--- src/rtl/gpu_mmio_pkg.sv ---
// Shared register map, bit positions and queue state encoding for the
// MMIO command queue.
package gpu_mmio_pkg;

    localparam logic [1:0] CMD_PUSH_OFS   = 2'd0;
    localparam logic [1:0] STATUS_OFS     = 2'd1;
    localparam logic [1:0] CTRL_OFS       = 2'd2;
    localparam logic [1:0] IRQ_THRESH_OFS = 2'd3;

    localparam int CTRL_EN_BIT      = 0;
    localparam int CTRL_FLUSH_BIT   = 1;
    localparam int CTRL_IRQ_EN_BIT  = 2;
    localparam int CTRL_OVF_CLR_BIT = 3;

    localparam int STATUS_COUNT_LSB = 0;
    localparam int STATUS_EMPTY_BIT = 8;
    localparam int STATUS_FULL_BIT  = 9;
    localparam int STATUS_OVF_BIT   = 10;
    localparam int STATUS_STATE_LSB = 11;

    typedef enum logic [1:0] {
        DISABLED = 2'd0,
        RUN      = 2'd1,
        DRAIN    = 2'd2
    } q_state_t;

endpackage

--- src/rtl/sync_fifo.sv ---
// First-word fall-through FIFO with flush; a keep-head flush discards
// everything except the entry currently presented at the head.
module sync_fifo #(
    parameter int DEPTH = 16,
    parameter int WIDTH = 32,
    localparam int PW = $clog2(DEPTH),
    localparam int CW = PW + 1
) (
    input  logic             clk,
    input  logic             rst,
    input  logic             push,
    input  logic             pop,
    input  logic             flush,
    input  logic             flush_keep_head,
    input  logic [WIDTH-1:0] wdata,
    output logic [WIDTH-1:0] rdata,
    output logic [CW-1:0]    count,
    output logic             full,
    output logic             empty
);

    logic [WIDTH-1:0] mem_q [DEPTH];
    logic [WIDTH-1:0] mem_d [DEPTH];
    logic [PW-1:0]    wr_ptr_q, wr_ptr_d;
    logic [PW-1:0]    rd_ptr_q, rd_ptr_d;
    logic [CW-1:0]    count_q, count_d;
    logic             do_push, do_pop;

    assign empty   = (count_q == '0);
    assign full    = (count_q == CW'(DEPTH));
    assign count   = count_q;
    assign do_pop  = pop && !empty;
    // A pop in the same cycle frees the slot a full-queue push needs.
    assign do_push = push && (!full || do_pop);
    assign rdata   = empty ? '0 : mem_q[rd_ptr_q];

    always_comb begin
        mem_d    = mem_q;
        wr_ptr_d = wr_ptr_q;
        rd_ptr_d = rd_ptr_q;
        count_d  = count_q;
        if (flush) begin
            if (flush_keep_head && !empty) begin
                wr_ptr_d = rd_ptr_q + PW'(1);
                count_d  = CW'(1);
            end else begin
                rd_ptr_d = wr_ptr_q;
                count_d  = '0;
            end
        end else begin
            if (do_push) begin
                mem_d[wr_ptr_q] = wdata;
                wr_ptr_d        = wr_ptr_q + PW'(1);
            end
            if (do_pop) begin
                rd_ptr_d = rd_ptr_q + PW'(1);
            end
            count_d = count_q + CW'(do_push) - CW'(do_pop);
        end
    end

    always_ff @(posedge clk or posedge rst) begin
        if (rst) begin
            mem_q    <= '{default: '0};
            wr_ptr_q <= '0;
            rd_ptr_q <= '0;
            count_q  <= '0;
        end else begin
            mem_q    <= mem_d;
            wr_ptr_q <= wr_ptr_d;
            rd_ptr_q <= rd_ptr_d;
            count_q  <= count_d;
        end
    end

endmodule

--- src/rtl/mmio_cmd_queue.sv ---
// Bus-mapped command queue feeding the GPU command processor.
// Define MMIO_CMD_QUEUE_IRQ_EN to build the threshold register and o_irq.
//
// state    | meaning
// DISABLED | stream idle, queue may still be preloaded
// RUN      | head presented whenever the queue is non-empty
// DRAIN    | disable requested mid-handshake; hold head until accepted
module mmio_cmd_queue
    import gpu_mmio_pkg::*;
#(
    parameter int                    ADDR_WIDTH = 32,
    parameter int                    DATA_WIDTH = 32,
    parameter int                    DEPTH      = 16,
    parameter logic [ADDR_WIDTH-1:0] BASE_ADDR  = 32'h0000_1000
) (
    input  logic                  clk,
    input  logic                  rst,
    input  logic                  i_bus_we,
    input  logic [ADDR_WIDTH-1:0] i_bus_addr,
    input  logic [DATA_WIDTH-1:0] i_bus_wdata,
    output logic [DATA_WIDTH-1:0] o_bus_rdata,
    output logic                  o_cmd_valid,
    input  logic                  i_cmd_ready,
    output logic [DATA_WIDTH-1:0] o_cmd_data,
    output logic                  o_irq
);

    localparam int CW = $clog2(DEPTH) + 1;

    logic [CW-1:0]         count;
    logic                  full, empty;
    logic                  hit, wr, push_wr, ctrl_wr;
    logic [1:0]            sel;
    logic                  pop, flush, keep_head;
    q_state_t              state_q, state_d;
    logic                  en_q, en_d;
    logic                  ovf_q, ovf_d;
    logic [DATA_WIDTH-1:0] rdata_q, rdata_d;
    logic [7:0]            thresh_rd;
    logic                  irq_en_rd;
    logic                  unused_addr_lsbs;

    assign hit              = (i_bus_addr[ADDR_WIDTH-1:4] == BASE_ADDR[ADDR_WIDTH-1:4]);
    assign sel              = i_bus_addr[3:2];
    assign wr               = i_bus_we && hit;
    assign push_wr          = wr && (sel == CMD_PUSH_OFS);
    assign ctrl_wr          = wr && (sel == CTRL_OFS);
    assign unused_addr_lsbs = ^i_bus_addr[1:0];

    assign o_cmd_valid = (state_q == DRAIN) || ((state_q == RUN) && !empty);
    assign pop         = o_cmd_valid && i_cmd_ready;
    assign keep_head   = o_cmd_valid && !i_cmd_ready;
    assign flush       = ctrl_wr && i_bus_wdata[CTRL_FLUSH_BIT];
    assign o_bus_rdata = rdata_q;

    sync_fifo #(
        .DEPTH (DEPTH),
        .WIDTH (DATA_WIDTH)
    ) u_fifo (
        .clk             (clk),
        .rst             (rst),
        .push            (push_wr),
        .pop             (pop),
        .flush           (flush),
        .flush_keep_head (keep_head),
        .wdata           (i_bus_wdata),
        .rdata           (o_cmd_data),
        .count           (count),
        .full            (full),
        .empty           (empty)
    );

    always_comb begin
        state_d = state_q;
        case (state_q)
            DISABLED: if (ctrl_wr && i_bus_wdata[CTRL_EN_BIT]) state_d = RUN;
            RUN: begin
                if (ctrl_wr && !i_bus_wdata[CTRL_EN_BIT]) begin
                    state_d = keep_head ? DRAIN : DISABLED;
                end
            end
            DRAIN: begin
                if (ctrl_wr && i_bus_wdata[CTRL_EN_BIT]) state_d = RUN;
                else if (i_cmd_ready)                     state_d = DISABLED;
            end
            default: state_d = DISABLED;
        endcase
    end

    always_comb begin
        en_d  = ctrl_wr ? i_bus_wdata[CTRL_EN_BIT] : en_q;
        ovf_d = ovf_q;
        if (ctrl_wr && i_bus_wdata[CTRL_OVF_CLR_BIT]) ovf_d = 1'b0;
        if (push_wr && full && !pop)                  ovf_d = 1'b1;
    end

    always_comb begin
        rdata_d = '0;
        if (hit) begin
            case (sel)
                STATUS_OFS: begin
                    rdata_d[STATUS_COUNT_LSB +: 8] = 8'(count);
                    rdata_d[STATUS_EMPTY_BIT]      = empty;
                    rdata_d[STATUS_FULL_BIT]       = full;
                    rdata_d[STATUS_OVF_BIT]        = ovf_q;
                    rdata_d[STATUS_STATE_LSB +: 2] = state_q;
                end
                CTRL_OFS: begin
                    rdata_d[CTRL_EN_BIT]     = en_q;
                    rdata_d[CTRL_IRQ_EN_BIT] = irq_en_rd;
                end
                IRQ_THRESH_OFS: rdata_d[7:0] = thresh_rd;
                default: rdata_d = '0;
            endcase
        end
    end

    always_ff @(posedge clk or posedge rst) begin
        if (rst) begin
            state_q <= DISABLED;
            en_q    <= 1'b0;
            ovf_q   <= 1'b0;
            rdata_q <= '0;
        end else begin
            state_q <= state_d;
            en_q    <= en_d;
            ovf_q   <= ovf_d;
            rdata_q <= rdata_d;
        end
    end

`ifdef MMIO_CMD_QUEUE_IRQ_EN
    logic       thresh_wr;
    logic [7:0] thresh_q, thresh_d;
    logic       irq_en_q, irq_en_d;
    logic       irq_q, irq_d;

    assign thresh_wr = wr && (sel == IRQ_THRESH_OFS);

    // A zero threshold disables the fill-level source; overflow still fires.
    always_comb begin
        thresh_d = thresh_wr ? i_bus_wdata[7:0] : thresh_q;
        irq_en_d = ctrl_wr ? i_bus_wdata[CTRL_IRQ_EN_BIT] : irq_en_q;
        irq_d    = irq_en_q && (((thresh_q != 8'd0) && (8'(count) >= thresh_q)) || ovf_q);
    end

    always_ff @(posedge clk or posedge rst) begin
        if (rst) begin
            thresh_q <= 8'd1;
            irq_en_q <= 1'b0;
            irq_q    <= 1'b0;
        end else begin
            thresh_q <= thresh_d;
            irq_en_q <= irq_en_d;
            irq_q    <= irq_d;
        end
    end

    assign thresh_rd = thresh_q;
    assign irq_en_rd = irq_en_q;
    assign o_irq     = irq_q;
`else
    assign thresh_rd = 8'd0;
    assign irq_en_rd = 1'b0;
    assign o_irq     = 1'b0;
`endif

endmodule

--- config.mk ---
export PLATFORM = sky130hd
export DESIGN_NAME = mmio_cmd_queue
export DESIGN_NICKNAME = d
export VERILOG_FILES = /design/src/rtl/gpu_mmio_pkg.sv /design/src/rtl/sync_fifo.sv /design/src/rtl/mmio_cmd_queue.sv
export SDC_FILE = /design/constraint.sdc
export NUM_CORES = 1
export LEC_CHECK = 0
export ABC_AREA = 0
export CAP_MARGIN = 10
export CORE_MARGIN = 5
export CORE_UTILIZATION = 35
export CTS_BUF_LIST = sky130_fd_sc_hd__clkbuf_4 sky130_fd_sc_hd__clkbuf_8 sky130_fd_sc_hd__clkbuf_16
export DETAILED_ROUTE_END_ITERATION = 8
export GPL_TIMING_DRIVEN = 0
export PLACE_DENSITY = 0.51
export SLEW_MARGIN = 40
export SYNTH_ARGS = -nofsm -noshare
export SYNTH_HDL_FRONTEND = slang
export SYNTH_SLANG_ARGS = --single-unit
--- constraint.sdc ---
create_clock -name clk -period 17.31 [get_ports clk]
set_input_delay 3.462 -clock clk [delete_from_list [all_inputs] [get_ports clk]]
set_output_delay 3.462 -clock clk [all_outputs]
set_load 0.005 [all_outputs]
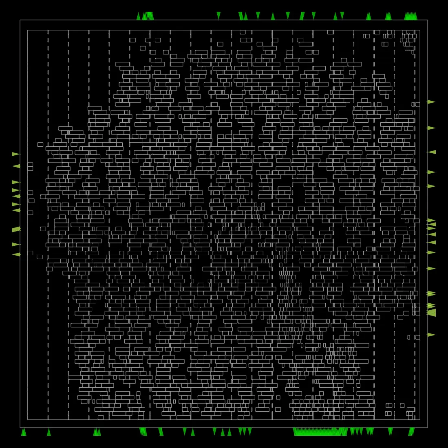
placement.png
count of filler cells inserted in the layout: 6,447
fraction of area in registers: 45.2%
post-route non-filler standard cell count: 2,754

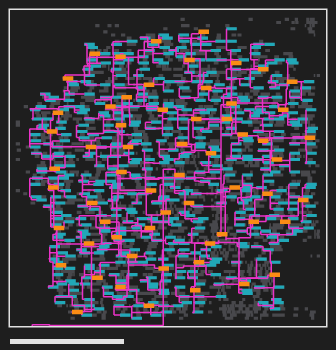
clk_routes.png
The bar under the picture is 100 µm long.
[magenta] clock wires | length: 7,430 µm
[orange] clock drivers | count: 60
[cyan] flip-flops | count: 539
routed clock nets: 61
flops lie: all over the die

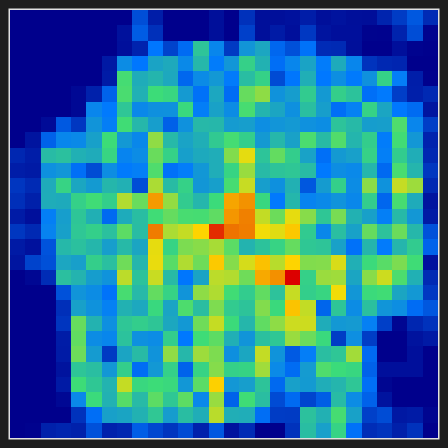
metal_density.png
The die is cut into 28 by 28 equal tiles; dark blue is low, red is high, scaled to the fullest tile. Values are wire area over tile area, all layers added.
nearly empty tiles: 15%
tiles over half the peak: 18%
fullest tile: 0.45
total routed wirelength: 67,400 µm
routed length per placed instance: 24.5 µm
total global routing track utilization: 17.6%

==> metrics.log <==
[report] extracting results
INFO  metric status = completed
INFO  metric global_route.overflow_total = 0
INFO  metric cts_hold_buf = 0
INFO  metric setup-tns-final = 0 ns
INFO  metric synth.logic.top_family = multiplexers
INFO  metric yosys_area = 24,800 µm²
INFO  metric p_leak = 14.4 nW
INFO  metric synth_adder_area_share = 0.787%
INFO  metric cell_area_after_placement = 27,800 µm²
INFO  metric common_cells = sky130_fd_sc_hd__dfrtp_1 (539), sky130_fd_sc_hd__mux2_2 (513), sky130_fd_sc_hd__mux4_2 (160)
INFO  metric max_capacitance_violation_count = 0
INFO  metric synth-edff-count = 0
INFO  metric grt_pass1_wl = 103,000 µm
INFO  metric vias = 14,231
INFO  metric post-place-ws = 10.27 ns
INFO  metric vias_per_cell = 5.17
INFO  metric drive_gt1_share = 50.4%
INFO  metric critPathRequiredTime = 13.85 ns
INFO  metric timing.setup.critical_path_class = reg -> out
INFO  metric mux_area_share = 38.0%
INFO  metric post_synth.cell_area_avg = 16.0 µm²
INFO  metric detail-route-antenna-nets = 0
INFO  metric synthesis.yosys.warnings = 0
INFO  metric warnings = 34
INFO  metric floorplan.io_pins = 134
INFO  metric sequential_to_total_area_share_from_yosys_stat = 54.4%
INFO  metric place_hpwl = 45,500 µm
INFO  metric clock_latency = 0.64 ns
INFO  metric drt_first_iter_violations = 670
INFO  metric ys_dominant_reg_cell = sky130_fd_sc_hd__dfrtp_1
INFO  metric post_cts.resized_instances = 0
INFO  metric timing.final.max_slew_violations = 0
INFO  metric synth-cells-yosys = 1,552
INFO  metric startpoint_type = flip-flop
INFO  metric rsz0062_at_grt = false
INFO  metric gp_congestion = 0.758
INFO  metric critPathMaxStageDelay = 0.58 ns
INFO  metric final_common_cell = sky130_fd_sc_hd__dfrtp_1
INFO  metric fin_crit = 7.62 ns
INFO  metric dp.cells = 2,649
INFO  metric cp_data_arrival_time = 4.15 ns
INFO  metric post-cts-setup-buffer-count = 0
INFO  metric top_achievable_clock_speed = 131 MHz
INFO  metric worst_slew_margin = 43.6%
INFO  metric core_area = 70,100 µm²
INFO  metric power_density = 88.9 nW/µm²
INFO  metric worstSetupEndpointType = primary output
INFO  metric timing.critical_path.fanout_max = 10
INFO  metric core_util_floorplan = 35.3%
INFO  metric max_vdd_drop = 71.9 µV
INFO  metric final_hold_viol_count = 0
INFO  metric core.rowCount = 97
INFO  metric die_h = 276 µm
INFO  metric worst_hold_path_type = reg -> reg
INFO  metric finalCoreUtilization = 42.6%
INFO  metric ctsRootBufferMaster = sky130_fd_sc_hd__clkbuf_16
INFO  metric period_used_share = 44.0%
INFO  metric compound_area_share = 0.812%
INFO  metric total_power = 2.65 mW
INFO  metric remaining_drc_errors = 0
INFO  metric highest_count_cells_in_the_layout_ignoring_fill_and_taps = sky130_fd_sc_hd__dfrtp_1 (539), sky130_fd_sc_hd__mux2_2 (513), sky130_fd_sc_hd__mux4_2 (160)
INFO  metric fp.dieArea = 76,300 µm²
INFO  metric crit_chain = clkbuf_1, clkbuf_1, buf_2, mux4_2, mux4_2, nor2b_1, clkdlybuf4s50_1
INFO  metric synth_top_cell_by_area = sky130_fd_sc_hd__dfrtp_1
INFO  metric cts_made_buffers = 60
INFO  metric cts_max_path_buffers = 3
INFO  metric grt_start_max_net_pins = 27
INFO  metric netlist.area_leader.share = 54.4%
INFO  metric crit_path_top_delay_cell = sky130_fd_sc_hd__mux4_2
INFO  metric ys_ff = 539
INFO  metric transition_time_at_the_pin_with_the_least_slew_margin = 0.847 ns
INFO  metric critical_path.n_buffers_inverters = 4
INFO  metric synth_cells = 1,552
INFO  metric synth-simple-area-share = 2.68%
INFO  metric io_buf_count = 107
INFO  metric grt_antenna_before_repair = 1
INFO  metric synthesis.area = 24,800 µm²
INFO  metric clock_tree.htree_level_count = 2
INFO  metric timing.hold.ws = 0.499 ns
INFO  metric netlist.top_cell.by_instances = sky130_fd_sc_hd__dfrtp_1
INFO  metric critical-path-top-delay-family = buffers and inverters
INFO  metric synth.lib_cells_used.distinct = 48
INFO  metric nNetsFinal = 1,855
INFO  metric die_width = 276 µm
INFO  metric cts_tree = yes
INFO  metric ys_async_sr_fraction = 100%
INFO  metric clk_pin_slew = 0.06 ns
INFO  metric synth-xor-area-share = 0.247%
INFO  metric first_pass_iters = 4
INFO  metric timing.final.setup_violations = 0
INFO  metric clock-skew-final = 0.0285 ns
INFO  metric clkSinkCount = 539
INFO  metric grt_pass1_vias = 15,615
INFO  metric topCellsByArea = sky130_fd_sc_hd__dfrtp_1 (54%), sky130_fd_sc_hd__mux2_2 (23%), sky130_fd_sc_hd__mux4_2 (15%), sky130_fd_sc_hd__buf_2 (0.95%), sky130_fd_sc_hd__clkbuf_1 (0.91%)
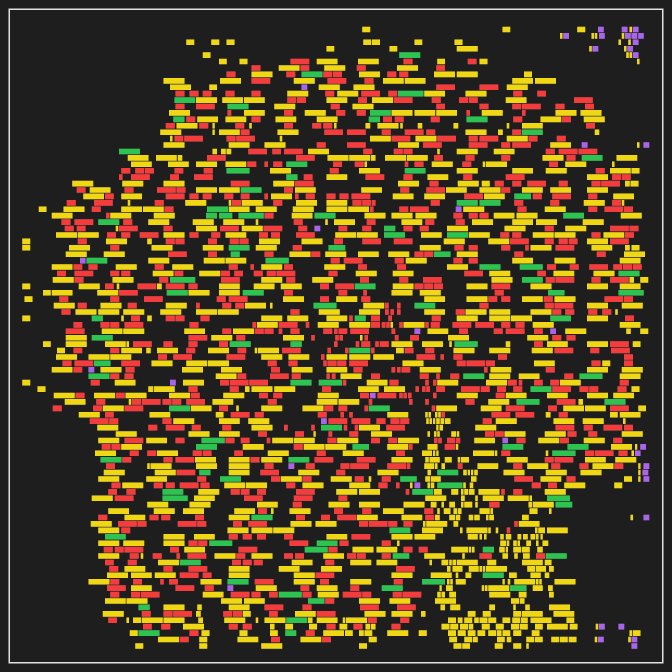
sizes.png
[red] _2 cells | cells: 768 | most used: mux2_2
[yellow] _0 and _1 cells | cells: 899 | most used: dfrtp_1
[purple] _3 and _4 cells | cells: 39 | most used: buf_4
[green] _6 and larger | cells: 107 | most used: clkbuf_16
Layout Area Growth over Synthesis: 20.5%
non-clock buffer instance count of the final layout: 286
worst setup slack after layout: 9.69 ns
Final Cell Area: 29,900 µm²

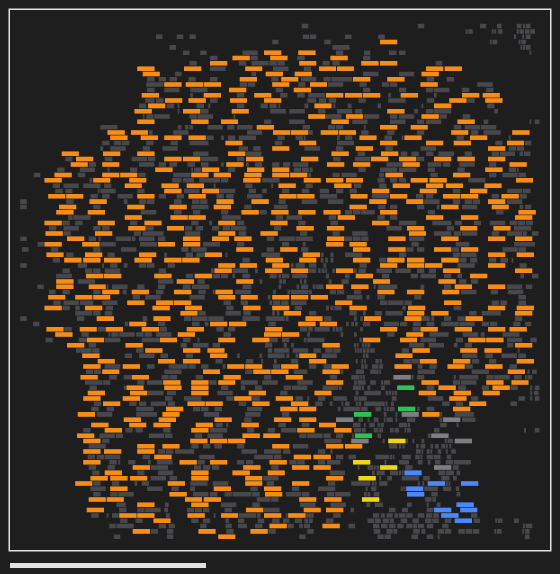
flops_by_reg.png
The bar under the picture is 100 µm long. Other sequential cells in the stronger gray, the rest of the logic in the fainter gray.
[blue] `o_bus_rdata` | flops: 10 | where: bottom right
[orange] `u_fifo.mem_q` | flops: 512 | where: all over the die
[green] `u_fifo.wr_ptr_q` | flops: 4
[yellow] `u_fifo.count` | flops: 5

layer usage:
metal  track usage [%]  vias up  part of all wire, %
li1                  -     6160                    -
met1              23.8     7723                   44
met2              29.9      240                   50
met3              2.79      108                  4.1
met4              4.96        0                  2.6
met5                 0        -                    0
power breakdown:
group	internal, mW	total [mW]	switching [mW]	leakage (nW)
registers	1.26	1.26	0.00000913	7.50
logic	0.0340	0.0849	0.0509	5.83
clock network	0.791	1.31	0.518	1.03
total	2.09	2.65	0.569	14.4
layout make-up:
| cell class | instances | area [µm²] |
|---|---|---|
| antenna | 1 | 2.50 |
| buffer | 150 | 746 |
| clock buffer | 88 | 1800 |
| clock inverter | 15 | 236 |
| fill | 6447 | 40300 |
| inverter | 16 | 63.8 |
| multi-input combinational | 869 | 10600 |
| sequential | 539 | 13500 |
| tap | 940 | 1180 |
| timing repair buffer | 136 | 1730 |
state kept, by name (all words and copies together) (netlist names):
signal / cells
en_q: 1
o_bus_rdata: 10
ovf_q: 1
state_q: 2
u_fifo.count: 5
u_fifo.mem_q: 512
u_fifo.rd_ptr_q: 4
u_fifo.wr_ptr_q: 4
path summary, 6_finish.rpt:
kind	start	end	slack, ns	cells after the start
worst min register to register	u_fifo.mem_q[342]$_DFFE_PP0P_	u_fifo.mem_q[342]$_DFFE_PP0P_	0.50	1
min in group asynchronous	rst	o_bus_rdata[0]$_DFF_PP0_	3.18	2
worst max register to register	u_fifo.count[2]$_DFF_PP0_	u_fifo.count[4]$_DFF_PP0_	14.21	15
max in group asynchronous	rst	u_fifo.mem_q[366]$_DFFE_PP0P_	12.33	10
worst min-delay path	u_fifo.mem_q[342]$_DFFE_PP0P_	u_fifo.mem_q[342]$_DFFE_PP0P_	0.50	1
worst max-delay path	u_fifo.rd_ptr_q[0]$_DFFE_PP0P_	o_cmd_data[21]	9.69	7
Power is estimated from default activity; no workload was simulated.
